### Routed metal, one color a layer, run 1

(1 px per micron) Only two layers are drawn.
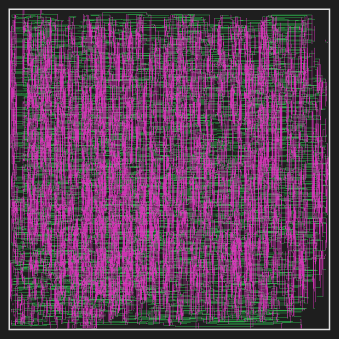
### Zoomed window, run 1

Region (139, 139) to (179, 179) microns. Cells in gray, sequential cells in the stronger gray; small squares are vias.
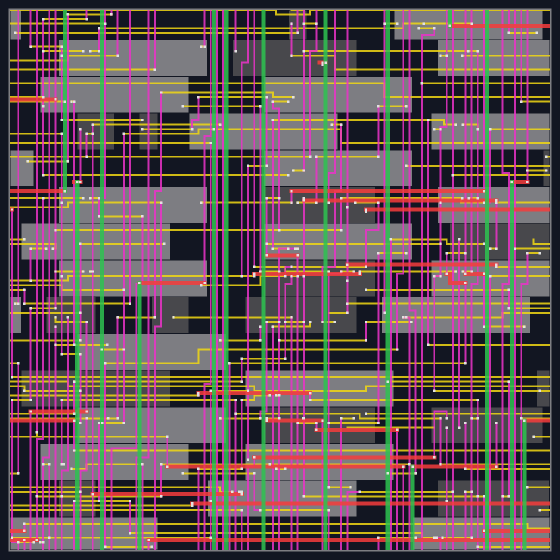
### Placement view, run 1

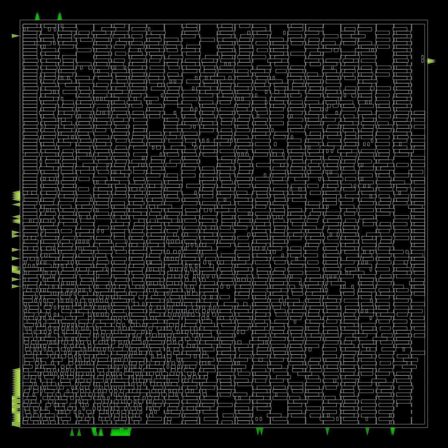
[config.mk]
export PLATFORM = sky130hd
export DESIGN_NAME = usb_rx_pkt_buffer
export DESIGN_NICKNAME = d
export VERILOG_FILES = /design/src/rtl/usb_pkg.sv /design/src/rtl/usb_rx_byte_fifo.sv /design/src/rtl/usb_rx_pkt_buffer.sv
export SDC_FILE = /design/constraint.sdc
export NUM_CORES = 1
export LEC_CHECK = 0
export ABC_AREA = 0
export CAP_MARGIN = 20
export CELL_PAD_IN_SITES_DETAIL_PLACEMENT = 2
export CELL_PAD_IN_SITES_GLOBAL_PLACEMENT = 2
export CORE_MARGIN = 2
export CORE_UTILIZATION = 50
export CTS_CLUSTER_SIZE = 40
export DETAILED_ROUTE_END_ITERATION = 10
export PLACE_DENSITY = 0.77
export SYNTH_ARGS = -nofsm -noshare
export SYNTH_HDL_FRONTEND = slang
export SYNTH_HIERARCHICAL = 1
export SYNTH_SLANG_ARGS = --single-unit
[constraint.sdc]
create_clock -name clk -period 15.42 [get_ports clk]
set_clock_uncertainty 0.15 [all_clocks]
set_input_delay 3.084 -clock clk [delete_from_list [all_inputs] [get_ports clk]]
set_output_delay 3.084 -clock clk [all_outputs]
set_load 0.01 [all_outputs]
[src/rtl/usb_pkg.sv]
`default_nettype none
// ============================================================================
// usb_pkg : PID, drop-reason and RX-buffer FSM types shared with the RX decoder.
// Rev 1.0
// ============================================================================
package usb_pkg;

  typedef enum logic [3:0] {
    PID_RSVD  = 4'b0000,
    PID_OUT   = 4'b0001,
    PID_ACK   = 4'b0010,
    PID_DATA0 = 4'b0011,
    PID_PING  = 4'b0100,
    PID_SOF   = 4'b0101,
    PID_NYET  = 4'b0110,
    PID_DATA2 = 4'b0111,
    PID_SPLIT = 4'b1000,
    PID_IN    = 4'b1001,
    PID_NAK   = 4'b1010,
    PID_DATA1 = 4'b1011,
    PID_PRE   = 4'b1100,
    PID_SETUP = 4'b1101,
    PID_STALL = 4'b1110,
    PID_MDATA = 4'b1111
  } pid_t;

  typedef enum logic [1:0] {
    DROP_CRC       = 2'd0,
    DROP_OVERFLOW  = 2'd1,
    DROP_RUNT      = 2'd2,
    DROP_NOT_ARMED = 2'd3
  } drop_reason_t;

  typedef enum logic [2:0] {
    S_IDLE    = 3'd0,
    S_HDR     = 3'd1,
    S_TOKEN   = 3'd2,
    S_DATA    = 3'd3,
    S_HS      = 3'd4,
    S_DISCARD = 3'd5,
    S_SOF     = 3'd6
  } state_t;

  localparam int c_crc_bytes = 2;

  // SOF only gets its own path when the SOF feature is built in.
  function automatic state_t classify(input pid_t pid);
    case (pid)
      PID_OUT, PID_IN, PID_SETUP, PID_PING:       return S_TOKEN;
      PID_DATA0, PID_DATA1, PID_DATA2, PID_MDATA: return S_DATA;
      PID_ACK, PID_NAK, PID_STALL, PID_NYET:      return S_HS;
`ifdef USB_RX_BUF_SOF_EN
      PID_SOF:                                    return S_SOF;
`endif
      default:                                    return S_DISCARD;
    endcase
  endfunction

endpackage
`default_nettype wire

[src/rtl/usb_rx_byte_fifo.sv]
`default_nettype none
// ============================================================================
// usb_rx_byte_fifo : 2**AW x 9 payload RAM, single write port, async read at rd.
// Rev 1.0
// ============================================================================
module usb_rx_byte_fifo #(
  parameter int AW = 7
) (
  input  logic          clk,
  input  logic          rst_n,
  input  logic          wr_en,
  input  logic [AW-1:0] wr_addr,
  input  logic [8:0]    wr_data,
  input  logic [AW-1:0] cmt_ptr,
  input  logic          rd_ready,
  output logic          rd_valid,
  output logic [7:0]    rd_data,
  output logic          rd_last,
  output logic [AW-1:0] rd_ptr
);

  logic [8:0]    r_mem [0:(2**AW)-1];
  logic [AW-1:0] r_rd;

  always_ff @(posedge clk) begin
    if (wr_en) r_mem[wr_addr] <= wr_data;
  end

  always_ff @(posedge clk) begin
    if (!rst_n)                 r_rd <= '0;
    else if (rd_valid && rd_ready) r_rd <= r_rd + AW'(1);
  end

  assign rd_valid           = (r_rd != cmt_ptr);
  assign {rd_last, rd_data} = r_mem[r_rd];
  assign rd_ptr             = r_rd;

endmodule
`default_nettype wire

[src/rtl/usb_rx_pkt_buffer.sv]
`default_nettype none
// ============================================================================
// usb_rx_pkt_buffer : token filter + CRC-gated DATA payload buffer for USB RX.
// Optional SOF event output enabled by USB_RX_BUF_SOF_EN.   Rev 1.0
// ============================================================================
module usb_rx_pkt_buffer
  import usb_pkg::*;
#(
  parameter int AW = 7
) (
  input  logic        clk,
  input  logic        rst_n,
  input  logic [6:0]  cfg_dev_addr,
  input  logic [7:0]  pkt_data,
  input  logic        pkt_valid,
  input  logic        pkt_sop,
  input  logic        pkt_eop,
  input  logic [3:0]  pkt_pid,
  input  logic [6:0]  pkt_dev_addr,
  input  logic [3:0]  pkt_endp,
  input  logic        pkt_crc_valid,
  output logic        tok_valid,
  output logic [3:0]  tok_pid,
  output logic [3:0]  tok_endp,
  output logic        hs_valid,
  output logic [3:0]  hs_pid,
  output logic        pkt_done,
  output logic [9:0]  pkt_len,
  output logic        pkt_data1,
  output logic        pkt_drop,
  output logic [1:0]  drop_reason,
  output logic [7:0]  rd_data,
  output logic        rd_last,
  output logic        rd_valid,
  input  logic        rd_ready,
  output logic        sof_valid,
  output logic [10:0] sof_frame
);

  state_t          r_state;
  logic [AW-1:0]   r_wr, r_cmt, w_rd;
  logic [9:0]      r_len;
  logic [2:0][7:0] r_sh;
  logic [1:0]      r_tcnt;
  logic            r_ovf, r_armed;

  pid_t            w_pid;
  state_t          w_cls;
  logic            w_active, w_byte, w_eop, w_full, w_tok_ok, w_good;
  drop_reason_t    w_reason;
  logic            w_we;
  logic [AW-1:0]   w_waddr, w_wr_p1, w_wr_m2, w_wr_m3;
  logic [8:0]      w_wdata;

  // In HDR the packet type is decided from the PID for the byte (or eop) at hand.
  assign w_pid    = pid_t'(pkt_pid);
  assign w_cls    = (r_state == S_HDR) ? classify(w_pid) : r_state;
  assign w_active = (r_state != S_IDLE);
  assign w_byte   = pkt_valid && !pkt_sop && w_active;
  assign w_eop    = pkt_eop && w_active;
  assign w_wr_p1  = r_wr + AW'(1);
  assign w_wr_m2  = r_wr - AW'(c_crc_bytes);
  assign w_wr_m3  = r_wr - AW'(c_crc_bytes + 1);
  assign w_full   = (w_wr_p1 == w_rd);
  assign w_tok_ok = (r_tcnt == 2'd2) && pkt_crc_valid;
  assign w_good   = r_armed && !r_ovf && (r_len >= 10'd2) && pkt_crc_valid;

  always_comb begin
    w_reason = DROP_CRC;
    if (!r_armed)            w_reason = DROP_NOT_ARMED;
    else if (r_ovf)          w_reason = DROP_OVERFLOW;
    else if (r_len < 10'd2)  w_reason = DROP_RUNT;
  end

  // Commit reuses the idle write port to tag the final payload byte as last.
  always_comb begin
    w_we    = 1'b0;
    w_waddr = r_wr;
    w_wdata = {1'b0, pkt_data};
    if (w_byte && (w_cls == S_DATA) && !r_ovf && !w_full) begin
      w_we = 1'b1;
    end else if (w_eop && (w_cls == S_DATA) && w_good && (r_len >= 10'd3)) begin
      w_we    = 1'b1;
      w_waddr = w_wr_m3;
      w_wdata = {1'b1, r_sh[2]};
    end
  end

`ifdef USB_RX_BUF_SOF_EN
  logic        r_sof_valid;
  logic [10:0] r_sof_frame;
  assign sof_valid = r_sof_valid;
  assign sof_frame = r_sof_frame;
`else
  assign sof_valid = 1'b0;
  assign sof_frame = 11'd0;
`endif

  always_ff @(posedge clk) begin
    if (!rst_n) begin
      r_state     <= S_IDLE;
      r_wr        <= '0;
      r_cmt       <= '0;
      r_len       <= '0;
      r_sh        <= '0;
      r_tcnt      <= '0;
      r_ovf       <= 1'b0;
      r_armed     <= 1'b0;
      tok_valid   <= 1'b0;
      tok_pid     <= '0;
      tok_endp    <= '0;
      hs_valid    <= 1'b0;
      hs_pid      <= '0;
      pkt_done    <= 1'b0;
      pkt_len     <= '0;
      pkt_data1   <= 1'b0;
      pkt_drop    <= 1'b0;
      drop_reason <= '0;
`ifdef USB_RX_BUF_SOF_EN
      r_sof_valid <= 1'b0;
      r_sof_frame <= '0;
`endif
    end else begin
      tok_valid <= 1'b0;
      hs_valid  <= 1'b0;
      pkt_done  <= 1'b0;
      pkt_drop  <= 1'b0;
`ifdef USB_RX_BUF_SOF_EN
      r_sof_valid <= 1'b0;
`endif
      if (pkt_valid && pkt_sop) begin
        if (w_active) r_wr <= r_cmt;
        r_state <= S_HDR;
        r_len   <= '0;
        r_tcnt  <= '0;
        r_ovf   <= 1'b0;
      end else if (w_byte) begin
        r_state <= w_cls;
        if ((w_cls == S_TOKEN) || (w_cls == S_SOF)) begin
          if (r_tcnt != 2'd3) r_tcnt <= r_tcnt + 2'd1;
        end else if (w_cls == S_DATA) begin
          r_sh <= {r_sh[1:0], pkt_data};
          if (r_ovf || w_full) begin
            r_ovf <= 1'b1;
          end else begin
            r_wr  <= w_wr_p1;
            r_len <= r_len + 10'd1;
          end
        end
      end else if (w_eop) begin
        r_state <= S_IDLE;
        case (w_cls)
          S_TOKEN: begin
            if (w_tok_ok && (pkt_dev_addr == cfg_dev_addr)) begin
              tok_valid <= 1'b1;
              tok_pid   <= pkt_pid;
              tok_endp  <= pkt_endp;
              r_armed   <= (w_pid == PID_OUT) || (w_pid == PID_SETUP);
            end
          end
          S_DATA: begin
            r_armed <= 1'b0;
            if (w_good) begin
              r_wr      <= w_wr_m2;
              r_cmt     <= w_wr_m2;
              pkt_done  <= 1'b1;
              pkt_len   <= r_len - 10'd2;
              pkt_data1 <= (w_pid == PID_DATA1);
            end else begin
              r_wr        <= r_cmt;
              pkt_drop    <= 1'b1;
              drop_reason <= w_reason;
            end
          end
          S_HS: begin
            hs_valid <= 1'b1;
            hs_pid   <= pkt_pid;
          end
`ifdef USB_RX_BUF_SOF_EN
          S_SOF: begin
            if (w_tok_ok) begin
              r_sof_valid <= 1'b1;
              r_sof_frame <= {pkt_endp, pkt_dev_addr};
            end
          end
`endif
          default: ;
        endcase
      end
    end
  end

  usb_rx_byte_fifo #(.AW(AW)) u_fifo (
    .clk      (clk),
    .rst_n    (rst_n),
    .wr_en    (w_we),
    .wr_addr  (w_waddr),
    .wr_data  (w_wdata),
    .cmt_ptr  (r_cmt),
    .rd_ready (rd_ready),
    .rd_valid (rd_valid),
    .rd_data  (rd_data),
    .rd_last  (rd_last),
    .rd_ptr   (w_rd)
  );

endmodule
`default_nettype wire

==> run notes, run 1 <==
flow finished, numbers: Setup TNS 0 ns, # DRC 0, outcome completed, vias 27200, Layout Cell Area excl Fill 56400 sq um, Routed met3 length approximately 13000 microns, H-tree depth 4, Synth Cell Area 49500 sq um, Worst setup SP type primary input, met1 wire length around 65000 microns, Top FF cell, synth edfxtp_1, GRT met2 Usage 59.6%, CTS buffer count 134, Die X about 320 microns, Setup WS pre-CTS 5.52 ns, Final Critical Period 9.15 ns, Final Hold Fails 0, top cells by count edfxtp_1, mux4_2, nor2_1, dfxtp_1, nand2_1, Worst setup endpoint u_fifo/r_mem[94][0]$_DFFE_PP_, hold path start r_sh[17]$_SDFFE_PN0P_, detailed placement HPWL 101000 microns, setup slack, reg-to-reg 8.62 ns, drt pass-1 iters 6, Lkg Pwr 17.3 nW, max_cap viols 0, post-synth top area cell edfxtp_1, CTS tree built, Buffers on Ports 75, Final setup viols 0, busiest grt layer met2, Ports 88, number of enable flip-flop cells 1152, hold buffers post-CTS 0, first-pass GRT wire length 246000 microns, worst rel slew slack 18.9%, CTS root buf clkbuf_16, Reg-to-Reg Start r_state[1]$_SDFFE_PP0P_, routed vias/inst 6.92, Worst Setup End Kind flop, post-CTS resize count 0, Hold EP r_sh[17]$_SDFFE_PN0P_, cell area power density 129 nW/um^2
Notes on 'Routed metal, one color a layer' above:
[green] met1 | wire length: 65.2 mm
[magenta] met2 | wire length: 89.8 mm

Notes on 'Zoomed window' above:
[green] met4
[magenta] met2
[yellow] met1
[red] met3
sequential cells in the window: 23
netlist names of flops here include: u_fifo/r_mem (23)
cells with their middle in the window: 39
most frequent: edfxtp_1 (23), mux4_2 (7), buf_4 (3)

Notes on 'Placement view' above:
Fill cells: 7918
cell row count: 115
flop count: 1250
Final Core Density: 57.4%
CORE AREA: 98300 sq um

run 1: logic make-up (layout without fill, tap and decap cells):
family / Yosys count / count (layout) / synth area share, %
compound gates: 124 / 124 / 1.77
simple gates: 389 / 389 / 3.53
mux: 424 / 424 / 18.2
buf+inv: 160 / 387 / 1.51
other cells: 1 / 15 / 0.00757
xor+xnor: 43 / 43 / 0.788
fa+ha+maj: 15 / 15 / 0.379
flops: 1250 / 1250 / 73.8
run 1: worst max-delay path, cell delays in order:
cell and delay, ns:
clkdlybuf4s50_1 0.64, inv_1 0.18, ha_1 0.39, nor2b_1 0.17, a21boi_0 0.37, o211ai_2 0.30, a31oi_1 0.81, nor3_1 0.18
xnor2_1 0.83, nor2b_1 0.42, nand3_2 0.79, nor2_1 1.16
run 1: layout make-up:
cell class / count / area [sq um] / share of cell area (%)
antenna: 3 / 7.51 / 0.0133
clock buffer: 163 / 3570 / 6.32
clock inverter: 82 / 965 / 1.71
inverter: 14 / 55.1 / 0.0976
multi-input combinational: 1007 / 12300 / 21.9
sequential: 1250 / 36600 / 64.8
tap: 1287 / 1610 / 2.85
timing repair buffer: 128 / 1320 / 2.33
run 1: flip-flops by register name, summed over array words and instances, names as in the netlist, named ones only:
name,cells
tok_endp,4
r_len,10
pkt_done,1
pkt_len,10
tok_valid,1
drop_reason,2
r_wr,7
r_state,3
r_cmt,7
pkt_drop,1
r_armed,1
r_sh,24
hs_pid,4
hs_valid,1
r_ovf,1
u_fifo/rd_ptr,7
r_tcnt,2
tok_pid,4
pkt_data1,1
u_fifo/r_mem,1152
run 1: power breakdown:
group          total, mW  internal (mW)  switching [mW]
Sequential          3.69           3.69        0.000804
Clock               3.47           1.99            1.48
Combinational      0.107         0.0198          0.0869
Total               7.27           5.70            1.57
### Ports around the boundary, run 1

(1.5 px per micron) Pins as bars across the die edge, other pins in gray.
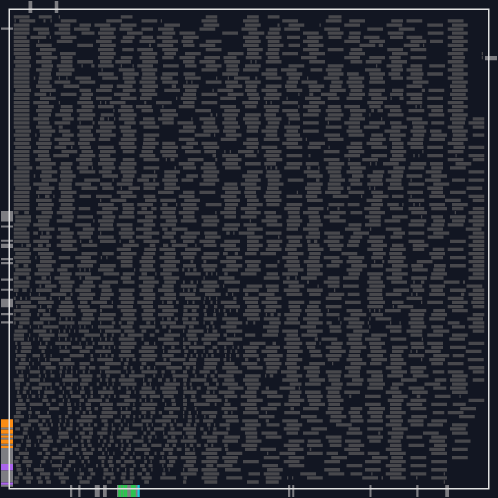

==> run 1 -> run 2 <==
- CORE_UTILIZATION: 50 -> 45
- PLACE_DENSITY: 0.77 -> 0.73
- clock period: 15.42 -> 8.4 ns (I/O delays scaled with it)
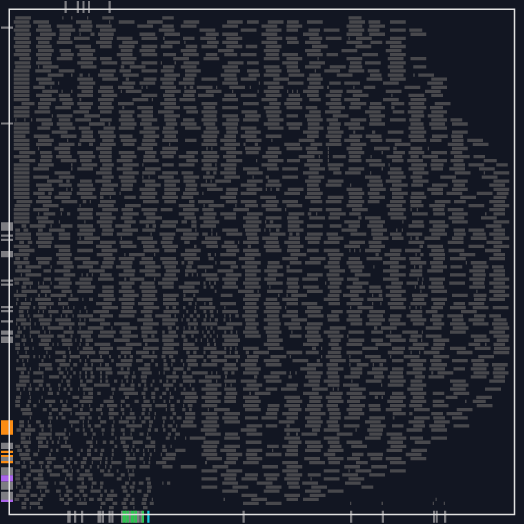
*Ports around the boundary, run 2*
(1.5 px per micron) Pins as bars across the die edge, other pins in gray.
[purple] pkt_endp | pins: 4 | direction: input | edge: left
[green] pkt_dev_addr | pins: 7 | direction: input | edge: bottom
[orange] pkt_len | pins: 10 | direction: output | edge: left
[cyan] hs_valid | pins: 1 | direction: output | edge: bottom
all pins by edge: 52 left, 31 bottom, 5 top

==> run notes, run 2 <==
flow finished, numbers: CTS buffer count 135 (+0.75%), Final Hold Fails 0 (unchanged), Synth Cell Area 49500 sq um (unchanged), Layout Cell Area excl Fill 56600 sq um (+0.25%), Routed met3 length 8990 microns (-32%), routed vias/inst 6.26 (-9.6%), largest registers u_fifo/r_mem: 1152 flops, r_sh: 24 flops, GRT met2 Usage 45.9% (-14 points), Hold EP r_sh[8]$_SDFFE_PN0P_, sum of buffers and inverters on the critical path 3 (+1), Ports 88 (unchanged), busiest grt layer met2, cell area power density 228 nW/um^2 (+77%), Sw Ratio 21.0% (-0.56 points), worst-path cell chain clkdlybuf4s50_1 > inv_1 > ha_1 > nor2b_1 > a21boi_0 > o211ai_1 > or3_1 > nand2b_4 > xnor2_1 > nor2b_1 > nand3_1 > buf_4 > nor2_1, leading power group sequential cells, setup slack, reg-to-reg 2.17 ns (-6.45 ns), outcome completed, Final Critical Period 7.26 ns, # DRC 0 (unchanged), hold buffers post-CTS 0 (unchanged), critical path's most frequent cell nor2b_1, Final setup viols 0 (unchanged), detailed placement HPWL 90100 microns (-11%), switching pwr 2.71 mW (+73%), CTS root buf clkbuf_16, Worst setup SP type primary input, Die X 336 microns (+5.3%), worst rel slew slack 16.1% (-2.8 points), Seq group 6.78 mW (+84%), Lkg Pwr 17.3 nW (+0.29%)
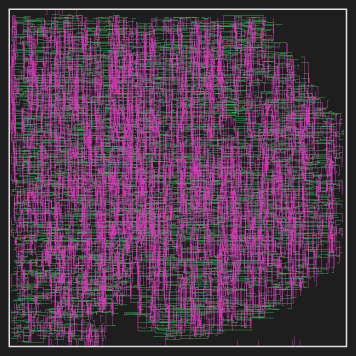
*Routed metal, one color a layer, run 2*
(1 px per micron) Only two layers are drawn.
[magenta] met2 | wire length: 76.6 mm
[green] met1 | wire length: 60.0 mm

## run 2: cell types whose count changed in the layout (fill, tap and decap cells not counted), moves of 4 or more
cell,before,now
buf_4,38,71
bufinv_16,20,10
buf_12,2,9
clkinv_1,25,32
buf_16,6,2
clkbuf_1,23,27
inv_6,8,4
nand3_1,17,21
nand3_2,4,0
## run 2: how the worst max path moves through the flow
| stage | startpoint | to | slack, ns | cells past startpoint |
|---|---|---|---|---|
| finish | pkt_pid[0] | u_fifo/r_mem[35][4]$_DFFE_PP_ | 1.14 | 13 |
| global route | pkt_pid[0] | u_fifo/r_mem[35][4]$_DFFE_PP_ | 0.96 | 13 |
| CTS | pkt_pid[0] | u_fifo/r_mem[35][4]$_DFFE_PP_ | 1.16 | 13 |
| detailed placement | pkt_pid[0] | u_fifo/r_mem[35][8]$_DFFE_PP_ | 0.49 | 13 |
| global placement | pkt_pid[0] | u_fifo/r_mem[35][2]$_DFFE_PP_ | 1.07 | 13 |
| floorplan | pkt_pid[0] | u_fifo/r_mem[76][0]$_DFFE_PP_ | 2.83 | 12 |
## run 2: cell families (layout without fill, tap and decap cells)
kind of cell,Yosys count,count (layout),share of synthesized area [%]
other,1,13,0.00757
buffers and inverters,160,417,1.51
XOR/XNOR,43,43,0.788
AND-OR/OR-AND,124,124,1.77
multiplexers,424,424,18.2
AND/OR/NAND/NOR,389,389,3.53
flip-flops,1250,1250,73.8
adder cells (fa/ha/maj),15,15,0.379
## run 2: final cells by class
class,count,area [sq um]
clock inverters,76,744
diodes,1,2.50
inverters,14,55.1
repair buffers,159,1550
flip-flops and latches,1250,36600
clock buffers,168,3580
well taps,1414,1770
fillers,9312,52400
multi-input cells,1007,12300
No activity file was given, so power comes from the tool's default toggle rates.
